File: src/rtl/mod_seq_pkg.sv
// Shared types and default widths for the phase sequencer.
// Optional build macro: SEQ_RAMP_EN (tuning-word ramping at each wrap).
package mod_seq_pkg;

    localparam int unsigned ACC_W_DEF  = 32;
    localparam int unsigned ADDR_W_DEF = 16;
    localparam int unsigned DIV_W_DEF  = 16;
    localparam logic [31:0] RAMP_STEP_DEF = 32'h0000_1000;

    typedef enum logic [1:0] {
        IDLE     = 2'd0,
        RUN      = 2'd1,
        STOPPING = 2'd2
    } seq_state_e;

    typedef logic [ACC_W_DEF-1:0] ftw_t;

endpackage

File: src/rtl/mod_phase_sequencer_if.sv
// Valid/ready port carrying frequency-tuning words into the sequencer.
interface mod_phase_sequencer_if
    import mod_seq_pkg::*;
#(
    parameter int unsigned ACC_W = ACC_W_DEF
);
    logic             cfg_valid;
    logic             cfg_ready;
    logic [ACC_W-1:0] cfg_ftw;

    modport master (output cfg_valid, output cfg_ftw, input  cfg_ready);
    modport slave  (input  cfg_valid, input  cfg_ftw, output cfg_ready);
endinterface

File: src/rtl/mod_tick_prescaler.sv
// Sample-rate prescaler: tick_c every div+1 enabled clocks, restartable via clr.
module mod_tick_prescaler
    import mod_seq_pkg::*;
#(
    parameter int unsigned DIV_W = DIV_W_DEF
) (
    input  logic             clk,
    input  logic             rst_n,
    input  logic             en,
    input  logic             clr,
    input  logic [DIV_W-1:0] div,
    output logic             tick_c
);
    logic [DIV_W-1:0] presc;

    assign tick_c = (presc == div);

    always_ff @(posedge clk or negedge rst_n) begin
        if (!rst_n) begin
            presc <= '0;
        end else if (clr) begin
            presc <= '0;
        end else if (en) begin
            presc <= tick_c ? '0 : presc + DIV_W'(1);
        end
    end
endmodule

File: src/rtl/mod_phase_sequencer.sv
// Phase-accumulator sequencer driving the waveform ROM address; new tuning
// words take effect only at the phase wrap. Build macro SEQ_RAMP_EN enables ramping.
module mod_phase_sequencer
    import mod_seq_pkg::*;
#(
    parameter int unsigned ACC_W  = ACC_W_DEF,
    parameter int unsigned ADDR_W = ADDR_W_DEF,
    parameter int unsigned DIV_W  = DIV_W_DEF
`ifdef SEQ_RAMP_EN
    , parameter logic [31:0] RAMP_STEP = RAMP_STEP_DEF
`endif
) (
    input  logic                  clk,
    input  logic                  rst_n,
    input  logic                  start,
    input  logic                  stop,
    input  logic [DIV_W-1:0]      div,
    mod_phase_sequencer_if.slave  cfg,
    output logic [ADDR_W-1:0]     rom_addr,
    output logic                  rom_en,
    output logic                  wrap,
    output logic                  running
);
    seq_state_e       state, state_d;
    logic [ACC_W-1:0] acc, acc_d;
    logic [ACC_W-1:0] ftw_active, active_d;
    logic [ACC_W-1:0] sum_c;
    logic             carry_c, tick_c, clr_c, step_c, at_wrap_c, xfer_c;
    logic             wrap_d, ready_q, ready_d, running_d;

`ifdef SEQ_RAMP_EN
    localparam logic [ACC_W-1:0] RAMP_LIM = ACC_W'(RAMP_STEP);
    logic [ACC_W-1:0] ftw_tgt, tgt_d, ramp_delta, ftw_ramped;
    logic             ramp_up;
`else
    logic [ACC_W-1:0] ftw_pend, pend_word_d;
    logic             pend, pend_d;
`endif

    mod_tick_prescaler #(.DIV_W(DIV_W)) u_presc (
        .clk    (clk),
        .rst_n  (rst_n),
        .en     (state != IDLE),
        .clr    (clr_c),
        .div    (div),
        .tick_c (tick_c)
    );

    assign {carry_c, sum_c} = (ACC_W+1)'(acc) + (ACC_W+1)'(ftw_active);
    assign step_c    = tick_c && (state != IDLE);
    assign at_wrap_c = step_c && carry_c;
    assign xfer_c    = cfg.cfg_valid && ready_q;
    assign rom_addr  = acc[ACC_W-1 -: ADDR_W];
    assign cfg.cfg_ready = ready_q;

`ifdef SEQ_RAMP_EN
    // Bounded unsigned step of the active word toward the target.
    always_comb begin
        ramp_up    = (ftw_tgt > ftw_active);
        ramp_delta = ramp_up ? (ftw_tgt - ftw_active) : (ftw_active - ftw_tgt);
        if (ramp_delta > RAMP_LIM) ramp_delta = RAMP_LIM;
        ftw_ramped = ramp_up ? (ftw_active + ramp_delta) : (ftw_active - ramp_delta);
    end
`endif

    // Next-state, accumulator and tuning-word handoff.
    always_comb begin
        state_d  = state;
        acc_d    = acc;
        active_d = ftw_active;
        wrap_d   = 1'b0;
        clr_c    = 1'b0;
`ifdef SEQ_RAMP_EN
        tgt_d       = ftw_tgt;
`else
        pend_d      = pend;
        pend_word_d = ftw_pend;
`endif
        unique case (state)
            IDLE: begin
                if (start && !stop) begin
                    state_d = RUN;
                    clr_c   = 1'b1;
                end
            end
            RUN: begin
                if (stop) state_d = (ftw_active == '0) ? IDLE : STOPPING;
            end
            STOPPING: begin
                if (start && !stop) state_d = RUN;
                else if ((stop && ftw_active == '0) || at_wrap_c) state_d = IDLE;
            end
            default: state_d = IDLE;
        endcase

        if (step_c) begin
            acc_d  = sum_c;
            wrap_d = carry_c;
        end
        // Leaving the active states always parks the phase at 0 degrees.
        if (state != IDLE && state_d == IDLE) acc_d = '0;

`ifdef SEQ_RAMP_EN
        if (state == IDLE) active_d = ftw_tgt;
        else if (at_wrap_c) active_d = ftw_ramped;
        if (xfer_c) tgt_d = cfg.cfg_ftw;
        ready_d = (active_d == tgt_d);
`else
        if (pend && (state == IDLE || at_wrap_c)) begin
            active_d = ftw_pend;
            pend_d   = 1'b0;
        end
        if (xfer_c) begin
            pend_word_d = cfg.cfg_ftw;
            pend_d      = 1'b1;
        end
        ready_d = !pend_d;
`endif
        running_d = (state_d != IDLE);
    end

    always_ff @(posedge clk or negedge rst_n) begin
        if (!rst_n) begin
            state      <= IDLE;
            acc        <= '0;
            ftw_active <= '0;
            wrap       <= 1'b0;
            ready_q    <= 1'b1;
            rom_en     <= 1'b0;
            running    <= 1'b0;
`ifdef SEQ_RAMP_EN
            ftw_tgt    <= '0;
`else
            ftw_pend   <= '0;
            pend       <= 1'b0;
`endif
        end else begin
            state      <= state_d;
            acc        <= acc_d;
            ftw_active <= active_d;
            wrap       <= wrap_d;
            ready_q    <= ready_d;
            rom_en     <= running_d;
            running    <= running_d;
`ifdef SEQ_RAMP_EN
            ftw_tgt    <= tgt_d;
`else
            ftw_pend   <= pend_word_d;
            pend       <= pend_d;
`endif
        end
    end
endmodule

File: src/flat_wrapper.sv
// flat-port wrapper written by rule: the top's interface ports become plain ports
module mod_phase_sequencer_flat import mod_seq_pkg::*;
#(
    parameter int unsigned ACC_W  = ACC_W_DEF,
    parameter int unsigned ADDR_W = ADDR_W_DEF,
    parameter int unsigned DIV_W  = DIV_W_DEF

)
  (clk, rst_n, start, stop, div, rom_addr, rom_en, wrap, running, cfg_cfg_valid, cfg_cfg_ftw, cfg_cfg_ready);
  mod_phase_sequencer_if #(.ACC_W(ACC_W)) cfg_i ();
  input  logic clk;
  input  logic rst_n;
  input  logic start;
  input  logic stop;
  input  logic [DIV_W-1:0] div;
  output logic [ADDR_W-1:0] rom_addr;
  output logic rom_en;
  output logic wrap;
  output logic running;
  input wire logic [$bits(cfg_i.cfg_valid)-1:0] cfg_cfg_valid;
  input wire logic [$bits(cfg_i.cfg_ftw)-1:0] cfg_cfg_ftw;
  output wire logic [$bits(cfg_i.cfg_ready)-1:0] cfg_cfg_ready;
  assign cfg_i.cfg_valid = cfg_cfg_valid;
  assign cfg_i.cfg_ftw = cfg_cfg_ftw;
  assign cfg_cfg_ready = cfg_i.cfg_ready;
  mod_phase_sequencer #(.ACC_W(ACC_W), .ADDR_W(ADDR_W), .DIV_W(DIV_W)) u_core (.clk(clk), .rst_n(rst_n), .start(start), .stop(stop), .div(div), .cfg(cfg_i), .rom_addr(rom_addr), .rom_en(rom_en), .wrap(wrap), .running(running));
endmodule
File: config.mk
export PLATFORM = sky130hd
export DESIGN_NAME = mod_phase_sequencer_flat
export DESIGN_NICKNAME = d
export VERILOG_FILES = /design/src/rtl/mod_seq_pkg.sv /design/src/rtl/mod_phase_sequencer_if.sv /design/src/rtl/mod_tick_prescaler.sv /design/src/rtl/mod_phase_sequencer.sv /design/src/flat_wrapper.sv
export SDC_FILE = /design/constraint.sdc
export NUM_CORES = 1
export LEC_CHECK = 0
export ABC_CLOCK_PERIOD_IN_PS = 5200
export CORE_ASPECT_RATIO = 1.1
export CORE_UTILIZATION = 56
export DETAILED_ROUTE_END_ITERATION = 16
export PLACE_DENSITY = 0.79
export SLEW_MARGIN = 0
export SYNTH_ARGS = -nofsm -noshare
export SYNTH_HDL_FRONTEND = slang
export SYNTH_SLANG_ARGS = --single-unit
File: constraint.sdc
create_clock -name clk -period 5.2 [get_ports clk]
set_input_delay 1.04 -clock clk [delete_from_list [all_inputs] [get_ports clk]]
set_output_delay 1.04 -clock clk [all_outputs]
set_load 0.005 [all_outputs]
==> results.py <==
# Flow results
metrics = {
    "outcome": {
        "outcome": "completed",
    },
    "hold_path": {
        "worstHoldPathCells": 1,
        "holdCritStartpoint": "u_core.ftw_pend[9]",
    },
    "global_routing": {
        "antenna_found_initial": 0,
        "grt_pass1_vias": 5234,
        "met2_usage_pct": 41.5,
        "grt_pass1_wl_um": 24800,
        "grt_max_degree": 79,
        "gr-usage-met1_pct": 29.9,
    },
    "drt": {
        "ant_nets": 0,
        "drt-total-wl_um": 14600,
        "first_pass_iters": 5,
        "wire_per_inst_um": 16.7,
        "drcViolationCount": 0,
        "viasPerCell": 5.88,
        "wl_met1_um": 6220,
        "wl_met2_um": 7260,
        "top_layer": "met4",
    },
    "cells_and_area": {
        "areaGrowthSynthToFinish_pct": 19.1,
        "layout.nets": 791,
        "lay_top_count": "dfrtp_1",
        "diodes": 0,
        "lay_top_cells": "117 x dfrtp_1, 71 x clkdlybuf4s50_1, 59 x nor2_1",
    },
    "power": {
        "power.share.clock_pct": 34.8,
        "power.group.top": "registers",
        "peakVddDrop_mv": 0.253,
        "pg_clk_uw": 1290,
        "sequentialPowerShare_pct": 36.8,
        "pg_seq_uw": 1360,
        "p_leak_uw": 0.00371,
        "p_sw_uw": 1100,
        "p_int_uw": 2600,
    },
    "flow_run": {
        "tool_warnings": 26,
        "maxCapViolCount": 0,
    },
    "place": {
        "portBuffers": 72,
        "gp_congestion": 0.897,
    },
    "critical_path": {
        "start_kind": "flip-flop",
        "path_buffers": 1,
        "path_class": "reg2reg",
        "crit_family": "AND-OR/OR-AND gates",
        "rr_worst_depth": 12,
        "reg2reg_slack_ns": 1.89,
        "cp.arrival_ns": 3.61,
        "timing.rr.end": "u_core.ftw_active[10]",
        "reg2reg_from": "u_core.ftw_active[0]",
        "path_depth": 12,
        "required_ns": 5.49,
        "crit_path_start": "u_core.ftw_active[0]",
    },
    "synth": {
        "flop_cell": "dfrtp_1",
        "ys_async_sr_fraction_pct": 100,
        "yosysTopAreaCell": "dfrtp_1",
        "mux_area_share_pct": 15.5,
        "fp_nets": 735,
        "ys_sh_adder_pct": 6.17,
        "ys_cells": 648,
        "syn_avg_cell_area_um2": 10.8,
        "ys_sh_xor_pct": 5.62,
        "syn-cell-area_um2": 7010,
    },
    "floorplanning": {
        "fp-row-count": 42,
        "chipArea_um2": 13000,
        "io_pins": 73,
    },
    "final_timing": {
        "setup_viol": 0,
        "slew_violations": 0,
    },
    "clock_tree": {
        "ctsResizeCount": 0,
        "cts_tree": "built",
        "post_cts_buffers": 0,
    },
}
[through the flow]
step | cells | power [µW] | setup WS [ns] | area, µm² | hold slack [ns]
4_1_cts | 871 | 3730 | 1.87 | 8350 | 0.504
3_3_place_gp | 839 | 2360 | 1.45 | 7690 | 0.489
5_1_grt | 871 | 3910 | 1.71 | 8350 | 0.517
3_5_place_dp | 839 | 2410 | 1.44 | 7690 | 0.492
6_report | 871 | 3710 | 1.89 | 8350 | 0.498
2_1_floorplan | 648 | 2160 | 2.41 | 7010 | 0.475
[layout make-up]
type                            count  area (µm²)
Clock buffer                       25         526
Clock inverter                      7         138
Fill cell                         899        3780
Inverter                           11        41.3
Multi-Input combinational cell    480        3750
Sequential cell                   118        2950
Tap cell                          154         193
Timing Repair Buffer               76         748
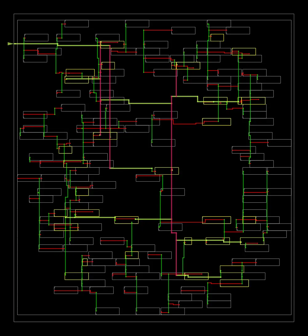
final_clocks.png
Clock Buffer Count: 25
clk sink count: 118
Num CTS Buffers: 17
clk_skew: 0.00928 ns
Latency at later pin: 0.42 ns

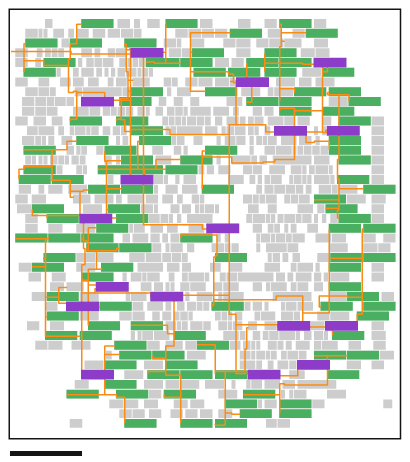
clock_map.png
Scale bar: 20 µm.
[orange] clock wires | length: 1,560 µm
[green] flip-flops | count: 118
[purple] cells driving clock nets | count: 17
routed clock nets: 18
flops lie: spread over the die

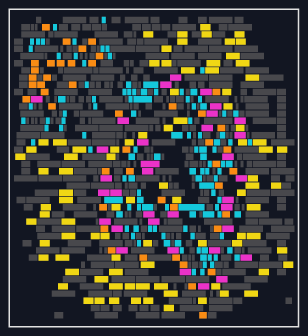
gate_families.png
| colour | family | cells |
|---|---|---|
| cyan | inverting AOI/OAI gates | 113 |
| magenta | adder and majority cells | 34 |
| orange | XOR/XNOR gates | 45 |
| yellow | multiplexers | 89 |

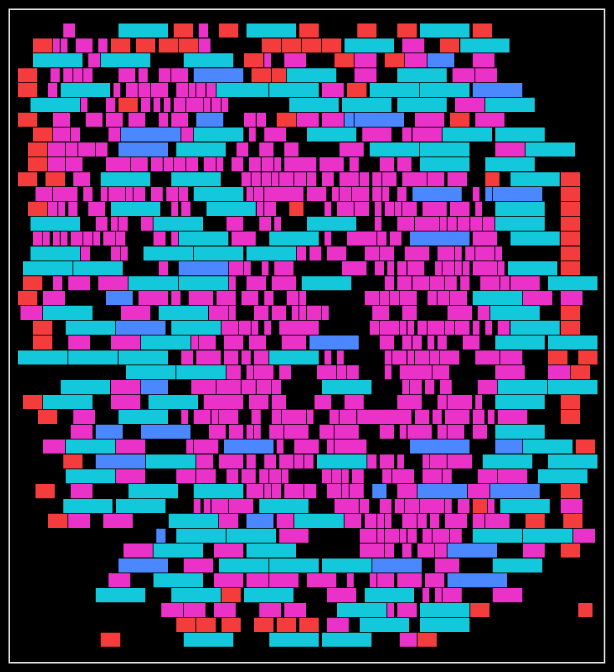
cell_classes.png
| colour | class | cells | share of their area |
|---|---|---|---|
| red | other buffers and delay cells | 76 | 9.2% |
| magenta | all other logic | 491 | 47% |
| blue | clock drivers and dummy loads | 32 | 8.1% |
| cyan | flip-flops | 118 | 36% |

Power figures rest on the tool's default switching activity, not on a simulated workload.
